[config.mk]
export PLATFORM = sky130hd
export DESIGN_NAME = code_prefetch
export DESIGN_NICKNAME = d
export VERILOG_FILES = /design/src/rtl/code_prefetch.sv
export SDC_FILE = /design/constraint.sdc
export NUM_CORES = 1
export LEC_CHECK = 0
export ABC_AREA = 1
export ABC_CLOCK_PERIOD_IN_PS = 6200
export CELL_PAD_IN_SITES_DETAIL_PLACEMENT = 0
export CELL_PAD_IN_SITES_GLOBAL_PLACEMENT = 1
export CORE_ASPECT_RATIO = 1.2
export CORE_UTILIZATION = 38
export DETAILED_ROUTE_END_ITERATION = 16
export GPL_ROUTABILITY_DRIVEN = 0
export PLACE_DENSITY = 0.81
export SYNTH_ARGS = -nofsm -noshare
export SYNTH_HDL_FRONTEND = slang
export SYNTH_SLANG_ARGS = --single-unit
[constraint.sdc]
create_clock -name clock -period 6.2 [get_ports clock]
set_clock_uncertainty 0.2 [all_clocks]
set_input_delay 0.93 -clock clock [delete_from_list [all_inputs] [get_ports clock]]
set_output_delay 0.93 -clock clock [all_outputs]
set_load 0.1 [all_outputs]
[src/rtl/code_prefetch.sv]
// code_prefetch
//   Instruction prefetch queue for the x86 decoder. Fetches aligned 32-bit
//   dwords from the memory port and keeps up to 16 code bytes. It presents
//   them as a byte-0-aligned 128-bit window. The decoder removes whole
//   instructions by byte count. A flush restarts fetch at any byte address
//   and discards everything queued or in flight.
//
// Parameters
//   LATENCY     cycles from an accepted request to its data on i_data (1..4)
//   RESET_ADDR  linear address of the first code byte after reset
//
// Ports
//   clock, reset     rising-edge clock, synchronous active-high reset
//   o_address/o_rd   dword fetch address / read request
//   i_grant          request accepted when o_rd & i_grant
//   i_data           read data, little-endian, LATENCY cycles after accept
//   i_flush/_addr    discard queue and in-flight reads, restart at byte addr
//   i_consume        bytes removed from queue head this cycle
//   o_codebuf        queue bytes, byte k at [8k+7:8k], zero at/above o_count
//   o_count          valid bytes (0..16)
//   o_ip             linear address of o_codebuf byte 0
//   o_err            one-cycle pulse when i_consume exceeded o_count
module code_prefetch #(
  parameter int unsigned LATENCY    = 2,
  parameter logic [31:0] RESET_ADDR = 32'h000F_FFF0
) (
  input  logic         clock,
  input  logic         reset,
  output logic [31:0]  o_address,
  output logic         o_rd,
  input  logic         i_grant,
  input  logic [31:0]  i_data,
  input  logic         i_flush,
  input  logic [31:0]  i_flush_addr,
  input  logic [3:0]   i_consume,
  output logic [127:0] o_codebuf,
  output logic [4:0]   o_count,
  output logic [31:0]  o_ip,
  output logic         o_err
);

  // Queue and architectural state
  logic [127:0]        r_q;
  logic [4:0]          r_count;
  logic [31:0]         r_ip;
  logic [31:0]         r_fa;
  logic [1:0]          r_skip;
  logic [2:0]          r_inf;
  logic                r_epoch;
  logic                r_err;

  // Response tracking: one valid/epoch pair per cycle of read latency.
  logic [LATENCY-1:0]  r_sv;
  logic [LATENCY-1:0]  r_stag;

  logic [6:0]          w_need;
  logic                w_rd;
  logic                w_acc;
  logic                w_tail_v;
  logic                w_app_en;
  logic                w_over;
  logic [3:0]          w_cons;
  logic [4:0]          w_base;
  logic [2:0]          w_app_n;
  logic [31:0]         w_appd;
  logic [127:0]        w_shift;
  logic [127:0]        w_qn;
  logic [4:0]          w_count_n;
  logic [2:0]          w_inf_n;

  // Issue only when the queue has room for every outstanding dword plus
  // this one, counting against registered o_count (same-cycle consume is
  // not credited). Nothing is issued during reset or a flush cycle.
  assign w_need   = {2'b00, r_count} + {2'b00, r_inf + 3'd1, 2'b00};
  assign w_rd     = ~reset & ~i_flush & (w_need <= 7'd16);
  assign w_acc    = w_rd & i_grant;

  // Tail of the tracking shift register lines up with data on i_data.
  assign w_tail_v = r_sv[LATENCY-1];
  assign w_app_en = w_tail_v & (r_stag[LATENCY-1] == r_epoch);

  // An over-long consume is rejected outright; the queue does not shift.
  assign w_over   = {1'b0, i_consume} > r_count;
  assign w_cons   = w_over ? 4'd0 : i_consume;
  assign w_base   = r_count - {1'b0, w_cons};

  // Only the first response after a flush can carry a non-zero skip.
  assign w_app_n  = 3'd4 - {1'b0, r_skip};
  assign w_appd   = i_data >> {r_skip, 3'b000};
  assign w_shift  = r_q >> {w_cons, 3'b000};

  // Shift first, then drop the appended bytes in at the post-shift tail.
  always_comb begin
    w_qn = w_shift;
    for (int unsigned k = 0; k < 16; k++) begin
      if (w_app_en && (k >= 32'(w_base)) && (k < 32'(w_base) + 32'(w_app_n))) begin
        w_qn[k*8 +: 8] = w_appd[8*(k - 32'(w_base)) +: 8];
      end
    end
  end

  assign w_count_n = w_base + (w_app_en ? {2'b00, w_app_n} : 5'd0);

  // Stale responses still retire their in-flight slot.
  assign w_inf_n   = r_inf + {2'b00, w_acc} - {2'b00, w_tail_v};

  always_ff @(posedge clock) begin
    if (reset) begin
      r_q     <= '0;
      r_count <= '0;
      r_ip    <= RESET_ADDR;
      r_fa    <= {RESET_ADDR[31:2], 2'b00};
      r_skip  <= RESET_ADDR[1:0];
      r_inf   <= '0;
      r_epoch <= 1'b0;
      r_err   <= 1'b0;
      r_sv    <= '0;
      r_stag  <= '0;
    end else begin
      r_sv[0]   <= w_acc;
      r_stag[0] <= r_epoch;
      for (int unsigned i = 1; i < LATENCY; i++) begin
        r_sv[i]   <= r_sv[i-1];
        r_stag[i] <= r_stag[i-1];
      end
      r_inf <= w_inf_n;

      if (i_flush) begin
        // Toggling the epoch turns every read still in flight into a
        // stale response; the one landing this cycle is dropped too.
        r_q     <= '0;
        r_count <= '0;
        r_ip    <= i_flush_addr;
        r_fa    <= {i_flush_addr[31:2], 2'b00};
        r_skip  <= i_flush_addr[1:0];
        r_epoch <= ~r_epoch;
        r_err   <= 1'b0;
      end else begin
        r_q     <= w_qn;
        r_count <= w_count_n;
        r_ip    <= r_ip + 32'(w_cons);
        r_err   <= w_over;
        if (w_acc) begin
          r_fa <= r_fa + 32'd4;
        end
        if (w_app_en) begin
          r_skip <= 2'd0;
        end
      end
    end
  end

  assign o_address = r_fa;
  assign o_rd      = w_rd;
  assign o_codebuf = r_q;
  assign o_count   = r_count;
  assign o_ip      = r_ip;
  assign o_err     = r_err;

endmodule

### Cell classes on the final placement, run 1

The bar under the picture is 50 µm long.
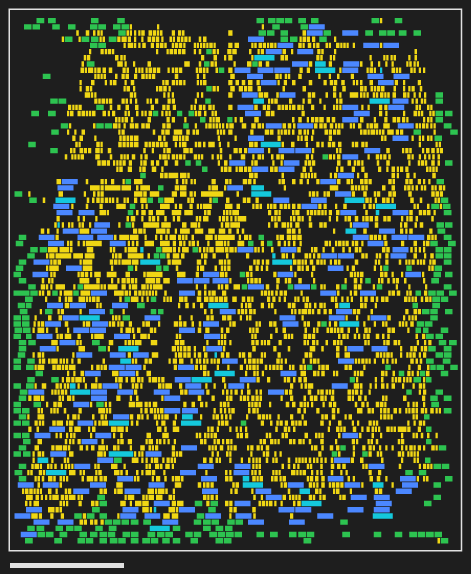
clock drivers and dummy loads -> cyan  # cells 44
remaining buffers and delay cells -> green  # cells 342
registers -> blue  # cells 206
remaining logic cells -> yellow  # cells 2,721

### The clock network, run 1

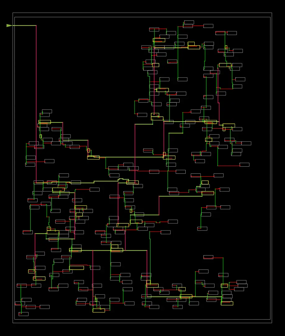
Clk power: 1500 µW
Clock Sinks: 206
Worst-Skew Late Latency: 0.56 ns
flip-flops: 206

### Metal 1, run 1

Supply wires on this layer in gray.
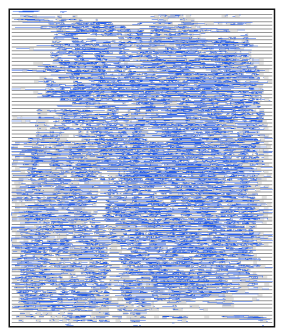
wire length on this layer = 34.6 mm
nets with wire on the layer = 3,160
longest straight run = 54.7 µm
share of all routed wire = 37%
main direction = horizontal

### Cell sizes after repair, run 1

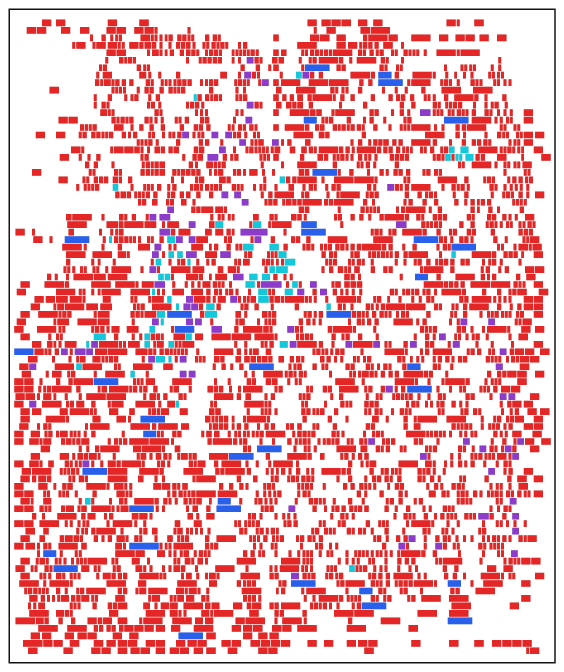
x3 and x4 -> purple  # cells 90
x6 and larger -> blue  # cells 37
x2 -> cyan  # cells 57
x1 and smaller -> red  # cells 3,129

## run 1: critical path, delay by kind of cell
family	cells	cell delay, ns
buffers and inverters	4	0.87
AND-OR/OR-AND	4	0.88
adder cells (fa/ha/maj)	3	1.36
AND/OR/NAND/NOR	11	1.52
## run 1: synth_stat cells, types with 8 or more instances
| cell type | number |
|---|---|
| and2_1 | 17 |
| o21ai_0 | 146 |
| o211ai_1 | 8 |
| nand4_1 | 76 |
| nor2_1 | 218 |
| nand3_1 | 560 |
| buf_2 | 19 |
| xnor2_1 | 16 |
| ha_1 | 34 |
| clkbuf_1 | 103 |
| a31oi_1 | 12 |
| nand3b_1 | 9 |
| nand2_1 | 978 |
| inv_1 | 302 |
| nand2_2 | 9 |
| buf_1 | 32 |
| a21oi_1 | 169 |
| inv_2 | 11 |
| nor3_1 | 23 |
| xor2_1 | 40 |
| dfxtp_1 | 206 |
| o21ai_1 | 10 |
## run 1: kinds of logic (layout without fill, tap and decap cells)
kind of cell | after synthesis | count (layout)
adder cells (fa/ha/maj) | 40 | 40
other | 1 | 6
flip-flops | 206 | 206
AND/OR/NAND/NOR | 1921 | 1921
XOR/XNOR | 57 | 57
buffers and inverters | 478 | 704
AND-OR/OR-AND | 383 | 383
## run 1: state kept, by name (all words and copies together) (netlist names)
signal,flops
o_codebuf,128
r_sv,2
r_skip,2
o_err,1
r_epoch,1
o_address,30
r_inf,3
o_count,5
o_ip,32
r_stag,2
## run 1: path summary, 6_finish.rpt
kind	start	endpoint	cells past startpoint
setup / recovery	i_consume[2]	o_codebuf[83]	22
hold / removal	r_stag[0]	r_stag[1]	2
setup reg to reg	o_count[3]	o_codebuf[83]	22
hold reg to reg	r_stag[0]	r_stag[1]	2
==> flow_metrics.env, run 1 <==
# flow metrics
export IMPL_run_status="finished, final reports clean"
export IMPL_routed_wl_met3_um=10600
export IMPL_hpwl_um=70400
export IMPL_pwr_share_clk_pct=11.2
export IMPL_num_antenna_cells=4
export IMPL_busiest_layer="met2"
export IMPL_synth_area_leader_cell="dfxtp_1"
export IMPL_syn_mean_instance_area_um2=5.68
export IMPL_critPathKind="input port to flip-flop"
export IMPL_clockRootBuffer="clkbuf_16"
export IMPL_drc=0
export IMPL_sh_seq_area_pct=19.0
export IMPL_grtUsageMet2_pct=58.3
export IMPL_path_cells="clkdlybuf4s50_1 -> ha_1 -> nand2_1 -> inv_1 -> nand3_1 -> nand3_1 -> nand2_2 -> nand2_2 -> inv_2 -> fa_1 -> inv_2 -> ha_1 -> a21oi_1 -> nand2_2 -> nand2_4 -> nand2_1 -> nand2_1 -> o21a_1 -> a21boi_2 -> nor2_1 -> nand2_1 -> a21oi_1"
export IMPL_initialDrtViolationCount=2885
export IMPL_grt_use_met1_pct=47.1
export IMPL_top_layer="met5"
export IMPL_mux_share_pct=0
export IMPL_signal_buffers=342
export IMPL_xor_share_pct=2.96
export IMPL_first_global_vias=21100
export IMPL_ctsHoldBuffers=0
export IMPL_critical_path_slowest_cell="fa_1"
export IMPL_holdWs_ns=0.206
export IMPL_grt_antenna_before_repair=8
export IMPL_area_leaders="dfxtp_1 24%, nand2_1 21%, nand3_1 16%"
export IMPL_pre_cts_slack_ns=0.558
export IMPL_cts_clk_slew_worst_paths_ns=0.07
export IMPL_power_density_nw_per_um2=614
export IMPL_core_area_um2=45200
export IMPL_fin_setup_tns_ns=0
export IMPL_p_comb_share_pct=75.0
export IMPL_clk_path_buf_depth=3
export IMPL_ys_chip_area_um2=17500
export IMPL_max_clock_freq_mhz=189
export IMPL_pwr_share_seq_pct=13.7
export IMPL_fp_util_pct=38.8
export IMPL_ys_seq_share_pct=23.5
export IMPL_buf_share_pct=14.9
export IMPL_die_area_um2=47000
export IMPL_design_area_um2=21700
export IMPL_drv_slew=0
export IMPL_p_total_uw=13400
export IMPL_report_final_setup_viol=0
export IMPL_wl_met2_um=39300
export IMPL_netlist_area_um2=17500
export IMPL_ys_sh_simple_pct=48.0
export IMPL_p_int_uw=4840
export IMPL_slowest_delay_ns=0.64
export IMPL_synth_logic_top_family="simple AND/OR/NAND/NOR gates"
export IMPL_grt_pass1_wl_um=137000
export IMPL_cts_tree="yes"
export IMPL_ys_sh_aoi_pct=11.9
export IMPL_layout_top_cells="973 x nand2_1, 560 x nand3_1, 302 x inv_1, 266 x clkdlybuf4s50_1, 217 x nor2_1"
export IMPL_first_pass_iters=6
export IMPL_port_buffers=268
export IMPL_cp_common_cell="nand2_1"
export IMPL_comb_share_pct=53.3
export IMPL_yosysWarnings=0
export IMPL_grtUsageTotal_pct=39.3
export IMPL_cts_setup_buffers=0
export IMPL_cts_buffers=24
export IMPL_met1_length_um=34600
export IMPL_grt_max_degree=97
export IMPL_rsz0062_at_grt="no"
==> run 2, diff against run 1 <==
- CAP_MARGIN: unset -> 20
### Metal 1, run 2

Supply wires on this layer in gray.
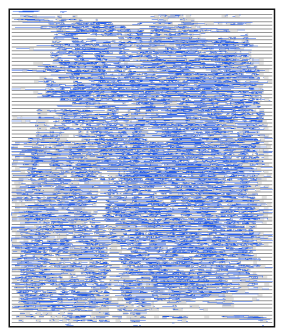
longest straight run = 54.7 µm
wire length on this layer = 34.6 mm

==> run 2 against run 1 <==
Against the previous run:
- register-to-register slack about the same
- highest routed layer unchanged
- via count unchanged
- sequential share of layout area unchanged
- largest cell class unchanged
- core utilization unchanged
- clock power about the same
- non-clock buffer count unchanged
- setup slack unchanged
- routed wire length unchanged
- synthesized area unchanged
- worst hold slack unchanged
- fmax unchanged
==> flow_metrics.env, run 2 <==
# flow metrics
export IMPL_grt_max_degree=97
export IMPL_drc=0
export IMPL_path_cells="clkdlybuf4s50_1 -> ha_1 -> nand2_1 -> inv_1 -> nand3_1 -> nand3_1 -> nand2_2 -> nand2_2 -> inv_2 -> fa_1 -> inv_2 -> ha_1 -> a21oi_1 -> nand2_2 -> nand2_4 -> nand2_1 -> nand2_1 -> o21a_1 -> a21boi_2 -> nor2_1 -> nand2_1 -> a21oi_1"
export IMPL_synth_cell_types=52
export IMPL_ys_chip_area_um2=17500
export IMPL_hpwl_um=70400
export IMPL_initialDrtViolationCount=2885
export IMPL_arrival_ns=5.57
export IMPL_core_area_um2=45200
export IMPL_die_width_um=198
export IMPL_slowest_delay_ns=0.64
export IMPL_min_path_type="flip-flop to flip-flop"
export IMPL_netlist_area_um2=17500
export IMPL_cp_common_cell="nand2_1"
export IMPL_layout_top_cells="973 x nand2_1, 560 x nand3_1, 302 x inv_1, 266 x clkdlybuf4s50_1, 217 x nor2_1"
export IMPL_synth_area_leader_cell="dfxtp_1"
export IMPL_max_clock_freq_mhz=189
export IMPL_cp_top_family="simple AND/OR/NAND/NOR gates"
export IMPL_cts_clk_slew_worst_paths_ns=0.07
export IMPL_drv_slew=0
export IMPL_holdCritStartpoint="r_stag[0]"
export IMPL_clock_sinks=206
export IMPL_clkLatencyLatePin_ns=0.56
export IMPL_fp_util_pct=38.8
export IMPL_p_total_uw=13400
export IMPL_die_area_um2=47000
export IMPL_final_cells=3926
export IMPL_first_global_vias=21100
export IMPL_grt_pass1_wl_um=137000
export IMPL_clk_path_buf_depth=3
export IMPL_clockRootBuffer="clkbuf_16"
export IMPL_vias=22600
export IMPL_holdWs_ns=0.206
export IMPL_cts_setup_buffers=0
export IMPL_pre_cts_slack_ns=0.558
export IMPL_port_buffers=268
export IMPL_power_density_nw_per_um2=614
export IMPL_largest_register_ffs=128
export IMPL_synthArstFlopShare_pct=0
export IMPL_cp_num_buf_inv=4
export IMPL_cts_tree="yes"
export IMPL_critPathKind="input port to flip-flop"
export IMPL_reg2reg_to="o_codebuf[83]"
export IMPL_critical_path_slowest_cell="fa_1"
export IMPL_fin_setup_tns_ns=0
export IMPL_yosysWarnings=0
export IMPL_report_final_setup_viol=0
export IMPL_routed_wl_um=93500
export IMPL_design_area_um2=21700
export IMPL_rr_startpoint="o_count[3]"
export IMPL_ys_seq_share_pct=23.5
export IMPL_run_status="finished, final reports clean"
export IMPL_area_leaders="dfxtp_1 24%, nand2_1 21%, nand3_1 16%"
export IMPL_rsz0062_at_grt="no"
### The clock network, run 2

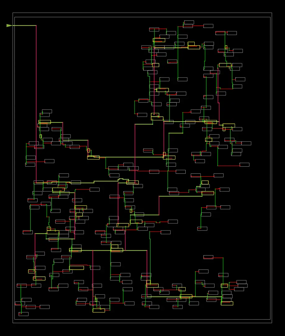
clock buffer count: 37
Num CTS Buffers: 24

==> run 2: cell counts after synthesis <==
Identical to the previous run, type by type.
==> run 2: metal layers <==
layer  GRT usage, %  wire length [µm]  share of wire (%)  vias to the layer above
li1               -                 -                  -                    10500
met1           47.1             34600                 37                    10400
met2           58.3             39300                 42                     1392
met3           11.3             10600                 11                      356
met4           31.4              8920                9.5                       10
met5              0                61              0.065                        -
==> run 2: how the worst max path moves through the flow <==
stage               depth (start not counted)  slack (ns)    startpoint       endpoint
floorplan                                  26        0.23    o_count[3]  o_codebuf[14]
global placement                           21        0.60  i_consume[2]  o_codebuf[86]
detailed placement                         22        0.56  i_consume[2]  o_codebuf[83]
CTS                                        22        1.12  i_consume[2]  o_codebuf[80]
global route                               22        0.59  i_consume[1]  o_codebuf[84]
finish                                     22        0.91  i_consume[2]  o_codebuf[83]
==> run 2: cell families (layout without fill, tap and decap cells) <==
group	after synthesis	after routing	share of synthesized area (%)
buffers and inverters	478	704	10.5
other	1	6	0.0214
adders and majority gates	40	40	3.11
and+or+nand+nor	1921	1921	48.0
AOI/OAI and AO/OA	383	383	11.9
DFF	206	206	23.5
xor gates and xnor gates	57	57	2.96
==> run 2: area by class of cell <==
class / count / area [µm²]
tap: 609 / 762
clock inverter: 7 / 77.6
multi-input combinational: 2403 / 11600
fill: 4885 / 23500
antenna: 4 / 10.0
clock buffer: 37 / 739
timing repair buffer: 342 / 3240
inverter: 318 / 1190
sequential: 206 / 4120
==> run 2: power by group <==
part / switching, µW / leakage [µW] / internal (µW) / total [µW]
clock network: 639 / 0.000402 / 863 / 1500
logic: 7570 / 0.00807 / 2460 / 10000
registers: 309 / 0.00169 / 1520 / 1830
total: 8510 / 0.0102 / 4840 / 13400
Power and IR drop assume default switching activity.
